**Run 1: routing congestion map**

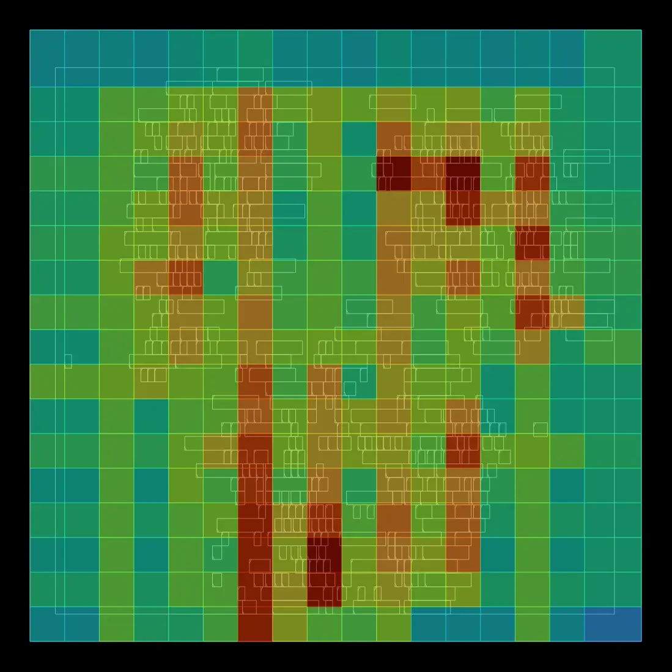
**Run 1: local utilization**

The bar under the picture is 20 um long. 12 x 12 tiles, from black (low) to pale yellow (high), 0 to 100% covered.
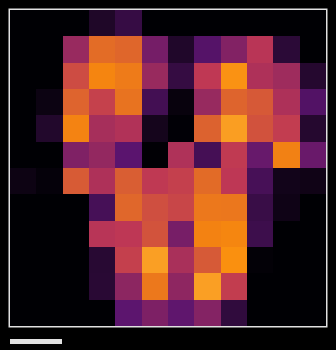
**Run 1: nets reached from selected ports**

The bar under the picture is 20 um long.
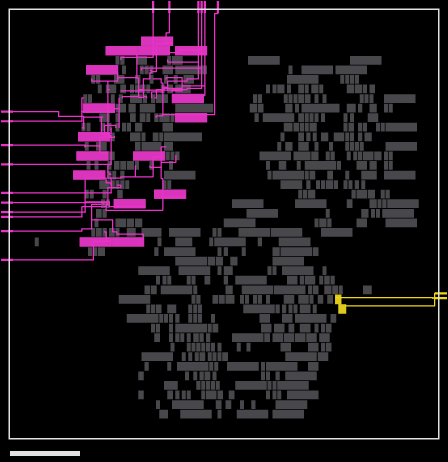
## src/rtl/ex_hazard_controller_if.sv

```systemverilog
// Hazard-controller handshake bundle: ID-stage operand/destination info and
// branch resolution in, stall/bubble/flush/forwarding selects and counters out.
interface ex_hazard_controller_if;
    logic        IDvalid;
    logic [4:0]  IDrs;
    logic [4:0]  IDrt;
    logic        IDusesRt;
    logic [4:0]  IDrd;
    logic        IDregWrite;
    logic        IDmem2Reg;
    logic        branchTaken;
    logic        stall;
    logic        bubble;
    logic        flush;
    logic [1:0]  fwdA;
    logic [1:0]  fwdB;
    logic [15:0] stallCount;
    logic [15:0] flushCount;

    // Pipeline side: presents the ID instruction, consumes hazard controls.
    modport master (
        output IDvalid, IDrs, IDrt, IDusesRt, IDrd, IDregWrite, IDmem2Reg, branchTaken,
        input  stall, bubble, flush, fwdA, fwdB, stallCount, flushCount
    );

    // Controller side.
    modport slave (
        input  IDvalid, IDrs, IDrt, IDusesRt, IDrd, IDregWrite, IDmem2Reg, branchTaken,
        output stall, bubble, flush, fwdA, fwdB, stallCount, flushCount
    );
endinterface

```

## src/rtl/ex_hazard_controller.sv

```systemverilog
// EX-stage hazard controller: tracks EX/MEM/WB shadow copies of the pipeline,
// detects load-use hazards, squashes on taken branches and selects ALU
// operand forwarding. A taken branch outranks a load-use stall.
module ex_hazard_controller (
    input  logic                         CLK,
    input  logic                         RST,
    ex_hazard_controller_if.slave        hz
);

    typedef struct packed {
        logic       v;
        logic [4:0] rs;
        logic [4:0] rt;
        logic       usesRt;
        logic [4:0] rd;
        logic       regWrite;
        logic       mem2Reg;
    } ex_t;

    typedef struct packed {
        logic       v;
        logic [4:0] rd;
        logic       regWrite;
        logic       mem2Reg;
    } mem_t;

    typedef struct packed {
        logic       v;
        logic [4:0] rd;
        logic       regWrite;
    } wb_t;

    ex_t         ex_q;
    mem_t        mem_q;
    wb_t         wb_q;
    logic [15:0] stall_cnt;
    logic [15:0] flush_cnt;
    logic        load_use;
    logic        stall_w;
    logic        flush_w;
    logic [1:0]  fwd_a;
    logic [1:0]  fwd_b;

    // MEM holds the most recent producer so it is checked first. A load in MEM
    // has no data yet, so it falls through to the WB check.
    function automatic logic [1:0] fwd_sel(input logic [4:0] src, input mem_t m, input wb_t w);
        if (m.v && m.regWrite && !m.mem2Reg && m.rd != 5'd0 && m.rd == src)
            return 2'b01;
        if (w.v && w.regWrite && w.rd != 5'd0 && w.rd == src)
            return 2'b10;
        return 2'b00;
    endfunction

    // Load-use detection; branch squash wins, and reset masks everything.
    always_comb begin
        load_use = hz.IDvalid && ex_q.v && ex_q.mem2Reg && ex_q.regWrite &&
                   (ex_q.rd != 5'd0) &&
                   ((ex_q.rd == hz.IDrs) || (hz.IDusesRt && (ex_q.rd == hz.IDrt)));
        flush_w  = hz.branchTaken && !RST;
        stall_w  = load_use && !hz.branchTaken && !RST;
    end

    // Operand forwarding selects for the instruction sitting in EX.
    always_comb begin
        // NOTE: defaults first so every path assigns both selects; no latch is inferred.
        fwd_a = 2'b00;
        fwd_b = 2'b00;
        if (ex_q.v && !RST) begin
            fwd_a = fwd_sel(ex_q.rs, mem_q, wb_q);
            if (ex_q.usesRt)
                fwd_b = fwd_sel(ex_q.rt, mem_q, wb_q);
        end
    end

    assign hz.stall      = stall_w;
    assign hz.bubble     = stall_w;
    assign hz.flush      = flush_w;
    assign hz.fwdA       = fwd_a;
    assign hz.fwdB       = fwd_b;
    assign hz.stallCount = stall_cnt;
    assign hz.flushCount = flush_cnt;

    // Shadow pipeline advance; a stall or flush puts a bubble into EX.
    always_ff @(posedge CLK or posedge RST) begin
        if (RST) begin
            // NOTE: non-blocking assignments so every stage samples the pre-edge value of its predecessor.
            ex_q  <= '0;
            mem_q <= '0;
            wb_q  <= '0;
        end else begin
            mem_q <= '{v: ex_q.v, rd: ex_q.rd, regWrite: ex_q.regWrite, mem2Reg: ex_q.mem2Reg};
            wb_q  <= '{v: mem_q.v, rd: mem_q.rd, regWrite: mem_q.regWrite};
            if (stall_w || flush_w) begin
                ex_q.v        <= 1'b0;
                ex_q.usesRt   <= 1'b0;
                ex_q.regWrite <= 1'b0;
                ex_q.mem2Reg  <= 1'b0;
            end else begin
                ex_q <= '{v: hz.IDvalid, rs: hz.IDrs, rt: hz.IDrt, usesRt: hz.IDusesRt,
                          rd: hz.IDrd, regWrite: hz.IDregWrite, mem2Reg: hz.IDmem2Reg};
            end
        end
    end

    // Saturating stall/flush event counters.
    always_ff @(posedge CLK or posedge RST) begin
        if (RST) begin
            stall_cnt <= 16'd0;
            flush_cnt <= 16'd0;
        end else begin
            if (stall_w && stall_cnt != 16'hFFFF)
                stall_cnt <= stall_cnt + 16'd1;
            if (flush_w && flush_cnt != 16'hFFFF)
                flush_cnt <= flush_cnt + 16'd1;
        end
    end

endmodule
```

## src/flat_wrapper.sv

```systemverilog
// flat-port wrapper written by rule: the top's interface ports become plain ports
module ex_hazard_controller_flat 
  (CLK, RST, hz_IDvalid, hz_IDrs, hz_IDrt, hz_IDusesRt, hz_IDrd, hz_IDregWrite, hz_IDmem2Reg, hz_branchTaken, hz_stall, hz_bubble, hz_flush, hz_fwdA, hz_fwdB, hz_stallCount, hz_flushCount);
  ex_hazard_controller_if hz_i ();
  input  logic CLK;
  input  logic RST;
  input wire logic [$bits(hz_i.IDvalid)-1:0] hz_IDvalid;
  input wire logic [$bits(hz_i.IDrs)-1:0] hz_IDrs;
  input wire logic [$bits(hz_i.IDrt)-1:0] hz_IDrt;
  input wire logic [$bits(hz_i.IDusesRt)-1:0] hz_IDusesRt;
  input wire logic [$bits(hz_i.IDrd)-1:0] hz_IDrd;
  input wire logic [$bits(hz_i.IDregWrite)-1:0] hz_IDregWrite;
  input wire logic [$bits(hz_i.IDmem2Reg)-1:0] hz_IDmem2Reg;
  input wire logic [$bits(hz_i.branchTaken)-1:0] hz_branchTaken;
  output wire logic [$bits(hz_i.stall)-1:0] hz_stall;
  output wire logic [$bits(hz_i.bubble)-1:0] hz_bubble;
  output wire logic [$bits(hz_i.flush)-1:0] hz_flush;
  output wire logic [$bits(hz_i.fwdA)-1:0] hz_fwdA;
  output wire logic [$bits(hz_i.fwdB)-1:0] hz_fwdB;
  output wire logic [$bits(hz_i.stallCount)-1:0] hz_stallCount;
  output wire logic [$bits(hz_i.flushCount)-1:0] hz_flushCount;
  assign hz_i.IDvalid = hz_IDvalid;
  assign hz_i.IDrs = hz_IDrs;
  assign hz_i.IDrt = hz_IDrt;
  assign hz_i.IDusesRt = hz_IDusesRt;
  assign hz_i.IDrd = hz_IDrd;
  assign hz_i.IDregWrite = hz_IDregWrite;
  assign hz_i.IDmem2Reg = hz_IDmem2Reg;
  assign hz_i.branchTaken = hz_branchTaken;
  assign hz_stall = hz_i.stall;
  assign hz_bubble = hz_i.bubble;
  assign hz_flush = hz_i.flush;
  assign hz_fwdA = hz_i.fwdA;
  assign hz_fwdB = hz_i.fwdB;
  assign hz_stallCount = hz_i.stallCount;
  assign hz_flushCount = hz_i.flushCount;
  ex_hazard_controller u_core (.CLK(CLK), .RST(RST), .hz(hz_i));
endmodule
```

## config.mk

```make
export PLATFORM = sky130hd
export DESIGN_NAME = ex_hazard_controller_flat
export DESIGN_NICKNAME = d
export VERILOG_FILES = /design/src/rtl/ex_hazard_controller_if.sv /design/src/rtl/ex_hazard_controller.sv /design/src/flat_wrapper.sv
export SDC_FILE = /design/constraint.sdc
export NUM_CORES = 1
export LEC_CHECK = 0
export ABC_AREA = 1
export CORE_MARGIN = 5
export CORE_UTILIZATION = 30
export DETAILED_ROUTE_END_ITERATION = 12
export DONT_BUFFER_PORTS = 1
export SKIP_CTS_REPAIR_TIMING = 1
export SLEW_MARGIN = 15
export SYNTH_ARGS = -nofsm -noshare
export SYNTH_HDL_FRONTEND = slang
export SYNTH_SLANG_ARGS = --single-unit
```

## constraint.sdc

```tcl
create_clock -name CLK -period 3.46 [get_ports CLK]
set_input_delay 0.346 -clock CLK [delete_from_list [all_inputs] [get_ports CLK]]
set_output_delay 0.346 -clock CLK [all_outputs]
set_load 0.03 [all_outputs]
```

==> run summary, run 1 <==
Quick summary of the implementation run below.

The flow ran to the end, and the final reports show no timing, DRC or antenna violations. Counting flops per register, the top entry is u_core.ex_q. The area of the core is ~12000 um^2.

The top-area cell type share of the netlist area is between 40 and 50%. The power dissipated in sequential cells came out at 1.01 mW. The setup TNS after final layout came out at 0 ns.

The clock buffer and inverter area fraction after layout came out at approximately 8.3%. Per the post-run analysis, buffers plus inverters along the critical path come to 4. The buffer depth of the longest clock path is 2. For the worst reg-to-reg path, the startpoint reported by OpenROAD is u_core.hz.stallCount[0]. Leaving out fill and tap cells, the most frequent cells in the layout are 176 x sky130_fd_sc_hd__nand2_1, 66 x sky130_fd_sc_hd__dfrtp_1, 43 x sky130_fd_sc_hd__inv_1. The detailed placement HPWL is 6810 um.

Setup repair after global routing left no endpoint under its margin. The placement-stage worst setup slack is between 1 and 1.5 ns. The multiplexer share of the synthesized area came out at 0%. The area of the synthesized netlist per yosys stat is 3750 um^2. The cell-mix breakdown from Yosys lists the compound-gate area share as under 10%.

The synthesized-area fraction occupied by xor and xnor cells came out at just over 9%. The critical path maximum fanout is 20. The number of warning messages in the logs came out at 26.

The synthesized flop and latch total came out at ~66. The highest metal layer carrying signal wires in the routed design is met4. The clock tree from TritonCTS is built. The count of inserted tapcells came out at 168. The clock buffer count is 12.

The portion of total power attributed to the clock network came out at 46.2%. The clock transition at the registers of the reported paths is 0.05 ns. The number of cells traversed by the worst hold path came out at 2. The number of multi-input combinational cells in the layout came out at between 300 and 400. At the worst endpoint, the arrival time is 2.05 ns. The internal power is about 1.7 mW.

The worst register-to-register path ends at u_core.hz.stallCount[12]. The effective utilization at floorplan came out at ~31%. The busiest metal layer after global routing is met2. STA classifies the critical path startpoint as a flop.

The gate family responsible for the most delay along the worst path is buffers and inverters. The power dissipated in the clock network is 1.08 mW. The number of nets in the finished design came out at 515. The instance area after placement came out at between 3000 and 4000 um^2.

The floorplan step set the die width to ~120 um. The power dissipated by switching net loads is 0.657 mW. In the synthesized netlist, the dominant kind of combinational cell is simple AND/OR/NAND/NOR gates.

The final non-filler cell total is 664. The longest incremental delay of any stage on the critical path is reported as between 0.4 and 0.5 ns. The layout summary lists the proportion of cells stronger than drive strength 1 as 9.07%.

The fraction of power consumed by combinational cells is 10.5%. Of all cell types, the one taking the most synthesized area is sky130_fd_sc_hd__dfrtp_1. The area used by multi-input combinational logic came out at 1810 um^2. The commonest register cell is sky130_fd_sc_hd__dfrtp_1. The worst VDD IR drop from the latest analysis is 0.000211 V. The path with the worst hold slack has its endpoint at u_core.ex_q[18].

Per the layout area report, the combinational fraction of cell area is 42.6%. The average wire per cell in the routed design came out at 14.0 um. The maximum operating frequency is 0.417 GHz. The die is 122 um tall. The first routing iteration left around 230 violations. The count of warnings emitted by yosys is 0. The sequential cell area share came out at about two fifths. The final sequential cell count came out at 66. The floorplan step defined a die boundary enclosing ~15000 um^2. The slew at the pin closest to its max-slew limit came out at 0.999 ns.

CTS added clock buffers totalling 9. The number of flip-flops in the largest register came out at 19. For the worst-skew pair, the clock arrives at the later sink with an insertion delay of 0.33 ns. The cell at the root of the clock tree is sky130_fd_sc_hd__clkbuf_16. Global routing used under 10% of the available met3 tracks.

Endpoints failing hold in the final report were tallied at 0. The storage element area came out at 1650 um^2. The layout report lists the non-clock buffer share of cell area as 0.883%. The category of the critical setup timing path is flop to output port.

The via count of the first global-routing pass is approximately 3000. The final total power is 2.34 mW. The met1 usage in global routing came out at about 15%. The cell depth of the worst setup path came out at 10. In this run the worst hold path is classified as input port to flop.

The global-route wire length before repair came out at 15400 um. The post-synthesis instance area came out at 3750 um^2. The post-synthesis cell type count came out at 32. The slowest stage of the critical path is the sky130_fd_sc_hd__dfrtp_1 cell.

The launch point of the critical path was reported as u_core.ex_q[2]. In this run the remaining antenna-violating nets after routing total 0. The clock H-tree reported by CTS has 3 levels.

The adder-cell area share of the yosys netlist is 0.668%. The synthesis run shows the most used standard cells to be 176 x sky130_fd_sc_hd__nand2_1, 66 x sky130_fd_sc_hd__dfrtp_1, 44 x sky130_fd_sc_hd__inv_1. The number of cell instances after yosys synthesis is 487. The last timing report of the flow puts the setup violation total at 0. For reference, the critical path cell chain is inv_2 -> nand2_1 -> nand2_1 -> nor2_1 -> nand3_1 -> nand2_1 -> buf_4 -> nand2_2 -> inv_1 -> buf_4. The total power divided by cell area is about 550 nW/um^2.

In the detailed route, the total length drawn on met3 is 752 um. The launch point of the worst min-delay path is recorded as hz_IDvalid. The count of mapped cells out of synthesis is 487. Yosys mapped a number of flops with a built-in enable equal to 0.

The required time of the worst setup path is 3.11 ns. The number of nets at floorplan came out at 511. The flop-to-flop setup slack came out at 1.45 ns. The hold slack is 0.110 ns. The post-route utilization of the core is recorded as 35.1%. The DRC violation total left in the routed layout is recorded as 0. The final weighted congestion in routability-driven placement is approximately 0.92. The area growth from synthesis to layout is 13.5%. Per the cell usage report, the commonest logic cell in the layout is sky130_fd_sc_hd__nand2_1. Per the GRT congestion report, total overflow comes to 0.

The final design instance area without fill is 4250 um^2. Max-cap violations in this run came to 0. Per the detail_route report, vias per standard cell equal 4.64. The post-route worst setup slack came out at 1.06 ns.

The timing report shows the most common cell along the critical path to be sky130_fd_sc_hd__nand2_1. For the worst flop-to-flop path, the logic depth is 8. The reported combinational group power is roughly 0.25 mW. The overall via count from detail_route is 3081. The switching share of total power is between 20% and 30%. The clock arrives with 0.00464 ns of skew. By area, multi-input combinational cells come first. The TritonCTS sink count is approximately 66. The number of pins exceeding their max-slew limit in the final report is 0. The count of fill cells added during filler insertion is 1292. In the power breakdown, the biggest contributor is the clock network.

The share of the cycle needed by the critical path after routing came out at 69.3%. In the synthesized netlist the async set-or-reset flop fraction comes to 100%. The number of placement rows came out at 40. The wire length the detailed router placed on met1 is between 3000 and 4000 um.

Per STA, the endpoint of the critical path is hz_stall. The total placed cells including tap cells is 648. The area fraction in and, or, nand and nor cells after synthesis came out at a little over a third. The pin count of the biggest net entering global routing came out at around 48. In the final layout, excluding clock inverters the inverter count is 50. The main area contributors are sky130_fd_sc_hd__dfrtp_1 44%, sky130_fd_sc_hd__nand2_1 18%, sky130_fd_sc_hd__nand3_1 4.9%.

The number of antenna cells inserted is 0. The kind of capture point of the worst setup path is an output port. The total of plain and repair buffers excluding clock buffers came out at 5. The share of synthesized area occupied by flip-flops and latches came out at 44.1%.

The routed wire length on met2 came out at roughly 4300 um. The worst max-slew margin expressed relative to the limit is between 30% and 40%. The routed wire length is 9270 um. For this design the static power due to leakage is 2.07 nW. The post-layout minimum cycle time is 2.40 ns. The length of the first detailed-routing pass in iterations is 4. By instance count, the leading cell after synthesis is sky130_fd_sc_hd__nand2_1. The number of antenna violations at the first check in global routing is 0. Sequential cells burn 43.3% of the power.
## Picture notes: 'routing congestion map'
met2 usage: 20.3%
Tot GR Track Use: 13.3%

## Picture notes: 'local utilization'
emptiest ninth of the die = south-west
densest ninth of the die = south
fullest tile = 79%
mean over tiles = 27%

## Picture notes: 'nets reached from selected ports'
`hz_fwdA` -> yellow  # bits 2, direction output, edge east, end cells 2, buffers 0, wire 57.6 um
`hz_flushCount` -> magenta  # bits 16, direction output, edge 10 west, 6 north, end cells 16, buffers 0, wire 856 um
Port Buf Inserts: 0
IO Pins: 61

**Run 1: cell classes on the final placement**

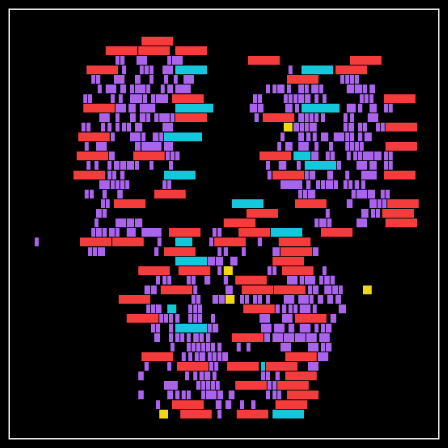

==> run 1 -> run 2 <==
- clock period: 3.46 -> 2.3 ns (I/O delays scaled with it)
**Run 2: cell classes on the final placement**

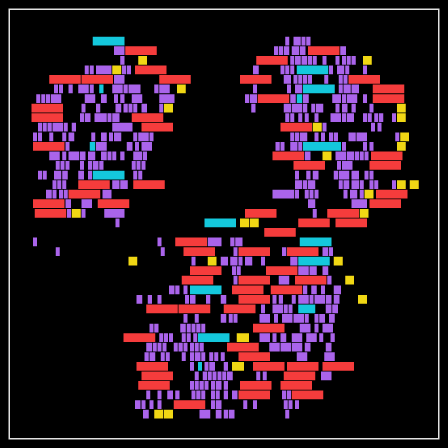
clock drivers and dummy loads -> cyan  # cells 15, share of their area 6.9%
registers -> red  # cells 66, share of their area 40%
remaining logic cells -> purple  # cells 409, share of their area 48%
remaining buffers and delay cells -> yellow  # cells 27, share of their area 5.0%

**Run 2: nets reached from selected ports**

The bar under the picture is 20 um long.
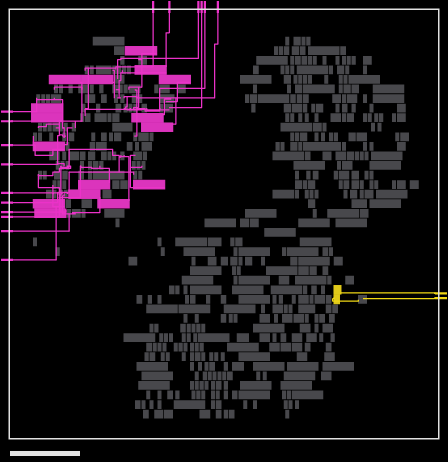
`hz_flushCount` -> magenta  # bits 16, direction output, edge 10 west, 6 north, end cells 16, buffers 5, wire 834 um
`hz_fwdA` -> yellow  # bits 2, direction output, edge east, end cells 2, buffers 1, wire 56.9 um

==> run 2 against run 1 <==
Effect of this change: power grew 41%; cell area grew 2.4%; first-iteration DRC count shrank 4.3%; sequential share of layout area shrank 0.92 points; core utilization grew 0.85 points; combinational power grew 110%; hold slack lost 0.091 ns; critical endpoint unchanged.
==> run summary, run 2 <==
Quick summary of the implementation run below.

The H-tree depth came out at 3. The number of antenna violations at the first check in global routing came to 0. The sequential cell area share came out at 37.9%. The multiplexer share of the synthesized area is 0%. TritonCTS built the clock tree. The routed wire length on met2 is about 4600 um. Input and output buffers added on the ports amount to 0. According to the finish report, the design has a final net count of between 500 and 600.

The final total power came out at roughly 3.3 mW. The post-route worst setup slack is about 0.23 ns. The initial detailed-routing violation count came out at 220.

The power dissipated by switching net loads came out at 0.984 mW. The path class of the lowest-slack min-delay path is input port to flop. The pin count of the biggest net entering global routing came out at 27.

The fraction of power consumed by combinational cells came out at 15.5%. The clock buffer and inverter area fraction after layout came out at 6.58%. At the end of the flow the core is filled with cells to 36.0%.

The number of warning messages in the logs is 26. The via count of the first global-routing pass is 3138. Ranking logic cells in the layout by count gives the top entries 176 x sky130_fd_sc_hd__nand2_1, 66 x sky130_fd_sc_hd__dfrtp_1, 43 x sky130_fd_sc_hd__inv_1. The number of flip-flops in the largest register is 19. For the sequential group, total power comes out at between 1 and 1.5 mW. The post-route netlist has 12.2% of its cells at a drive strength greater than 1.

Per the skew report, the later register of the worst-skew pair sees a clock latency of 0.33 ns. The arrival time of the worst setup path is 1.84 ns. In the final report, the number of hold violations comes to 0. The clock buffer count is 12. The buffer-and-inverter tally for the worst setup path is 3. The largest family of logic cells by area is simple AND/OR/NAND/NOR gates.

The number of nets at floorplan is 511. The power report puts the leakage power at 2.16 nW. The count of warnings emitted by yosys came out at 0. The peak supply drop came out at 0.000291 V.

The standard cell with the maximum stage delay on the critical path is sky130_fd_sc_hd__dfrtp_1. The count of maximum capacitance violations came out at 0. Synthesis produced a netlist whose cell count is a little under 500. The cell at the root of the clock tree is sky130_fd_sc_hd__clkbuf_16. The endpoint identified for the worst register-to-register timing path is u_core.hz.stallCount[15]. The portion of total power attributed to the clock network is between 40% and 50%.

In the synthesized netlist, the cells that appear most often are 176 x sky130_fd_sc_hd__nand2_1, 66 x sky130_fd_sc_hd__dfrtp_1, 44 x sky130_fd_sc_hd__inv_1. The number of buffers inserted during clock tree synthesis is 9. For the final routed database, the setup TNS stands at 0 ns. The length of routed met3 wiring is 650 um. The area-dominant cell class after layout is multi-input combinational cells. The die area came out at between 10000 and 15000 um^2. Counting buffers and inverters, the worst setup path is 9 cells deep.

The internal power is roughly 2.3 mW. The area of the synthesized netlist per yosys stat is 3750 um^2. The chip width is around 120 um.

STA shows the worst min-delay path finishing at u_core.ex_q[7]. The clock transition at the registers of the reported paths is roughly 0.05 ns. The overall die height came out at 122 um.

The detailed-route vias per instance came out at 4.64. The effective utilization at floorplan came out at 30.9%. The final sequential cell count came out at 66.

The storage element area came out at 1650 um^2. The total of plain and repair buffers excluding clock buffers is 27. Once placement finished, the instance area stood at just over 4000 um^2. The number of placement rows came out at around 40.

The highest fanout seen on the critical path came out at 17. The routed wire length came out at 9470 um. The portion of total power attributed to sequential cells is 43.7%. The layer flagged by global routing as most heavily used is met2. The overall fraction of global-route tracks in use is 13.5%.

The wire length the detailed router placed on met1 came out at 4050 um. The hold slack came out at 0.0187 ns. Per Yosys stat, the portion of area used by sequential elements is roughly 44%. In the power breakdown, the biggest contributor is registers. The overall via count from detail_route came out at approximately 3200. The post-synthesis instance area is 3750 um^2. Setup repair after global routing left no endpoint under its margin. The clock passes through at most 2 buffers. Summed over all combinational cells, the power is 0.511 mW. The count of inserted tapcells is around 170.

More flip-flops sit in one register than any other, and that register is u_core.ex_q. By instance count, the cell type seen most on the critical path is sky130_fd_sc_hd__nand2_1. The met1 usage in global routing came out at 16.9%. The top-area cell type share of the netlist area is 44.1%.

Summing all multi-input logic gate instances after layout gives 1810 um^2. The power report lists the clock group at roughly 1.4 mW. The worst clock skew is 0.00351 ns. The required time of the worst setup path is 2.07 ns. The final weighted congestion in routability-driven placement is 0.843.

The adder-cell area share of the yosys netlist came out at 0.668%. Per the synthesis report, the number of distinct cell types is 32. The cell type with the highest aggregate area in the netlist is sky130_fd_sc_hd__dfrtp_1. Per STA, the worst path is made up of inv_2 -> nand2_1 -> nand2_1 -> nor2_1 -> nand3_1 -> nand2_1 -> nand2_2 -> inv_1 -> buf_4. Detailed placement finished with a half-perimeter wire length of 7040 um. The source of the worst hold timing path is hz_IDusesRt. The met2 track utilization from global routing is a little over a fifth.

The delay contributed by the slowest stage of the critical path came out at 0.46 ns. For the worst reg-to-reg path, the startpoint reported by OpenROAD is u_core.hz.stallCount[12]. The final-layout non-clock buffer area share is 4.77%. For this design the top-level I/O count stands at 61. The flow ran to the end, and the final reports show no timing, DRC or antenna violations.

The share of flip-flops with an asynchronous set or reset after synthesis came out at 100%. The total placed cells including tap cells came out at 668. The worst path in the final design needs a cycle of around 2.1 ns, including I/O delays and setup. The area growth from synthesis to layout is 16.2%.

The share of the cycle needed by the critical path after routing came out at 89.8%. The number of non-clock inverters came out at 50. TritonCTS reports the number of clock sinks as 66.

The switching share of total power came out at 29.8%. The worst max-slew margin expressed relative to the limit came out at 58.0%. Signal nets in the final route climb as high as met4.

Per STA, the endpoint of the critical path is hz_stall. The count of fill cells added during filler insertion is 1294. In this design, the largest share of critical-path delay is due to simple AND/OR/NAND/NOR gates. The slew at the pin closest to its max-slew limit came out at roughly 0.63 ns.

The number of multi-input combinational cells in the layout is 359. The area of the core came out at 12100 um^2. The synthesized flop and latch total is around 66. The number of setup violations in the final report came out at 0. The maximum operating frequency is just under 0.5 GHz. The flop-to-flop setup slack is ~0.45 ns. Excluding fillers, the count of instances in the completed layout stands at around 690. The cell-mix breakdown from Yosys lists the compound-gate area share as 2.20%. The first global-routing pass estimated 15900 um of wire.

The worst-case reg-to-reg path depth is 6. The worst setup path is captured at an output port. In the post-synthesis netlist, the biggest area contributors are sky130_fd_sc_hd__dfrtp_1 44%, sky130_fd_sc_hd__nand2_1 18%, sky130_fd_sc_hd__nand3_1 4.9%.

In this run the worst setup path begins at u_core.ex_q[5]. The total power divided by cell area came out at around 760 nW/um^2. The length of the first detailed-routing pass in iterations is 5.
Power figures rest on the tool's default switching activity, not on a simulated workload.
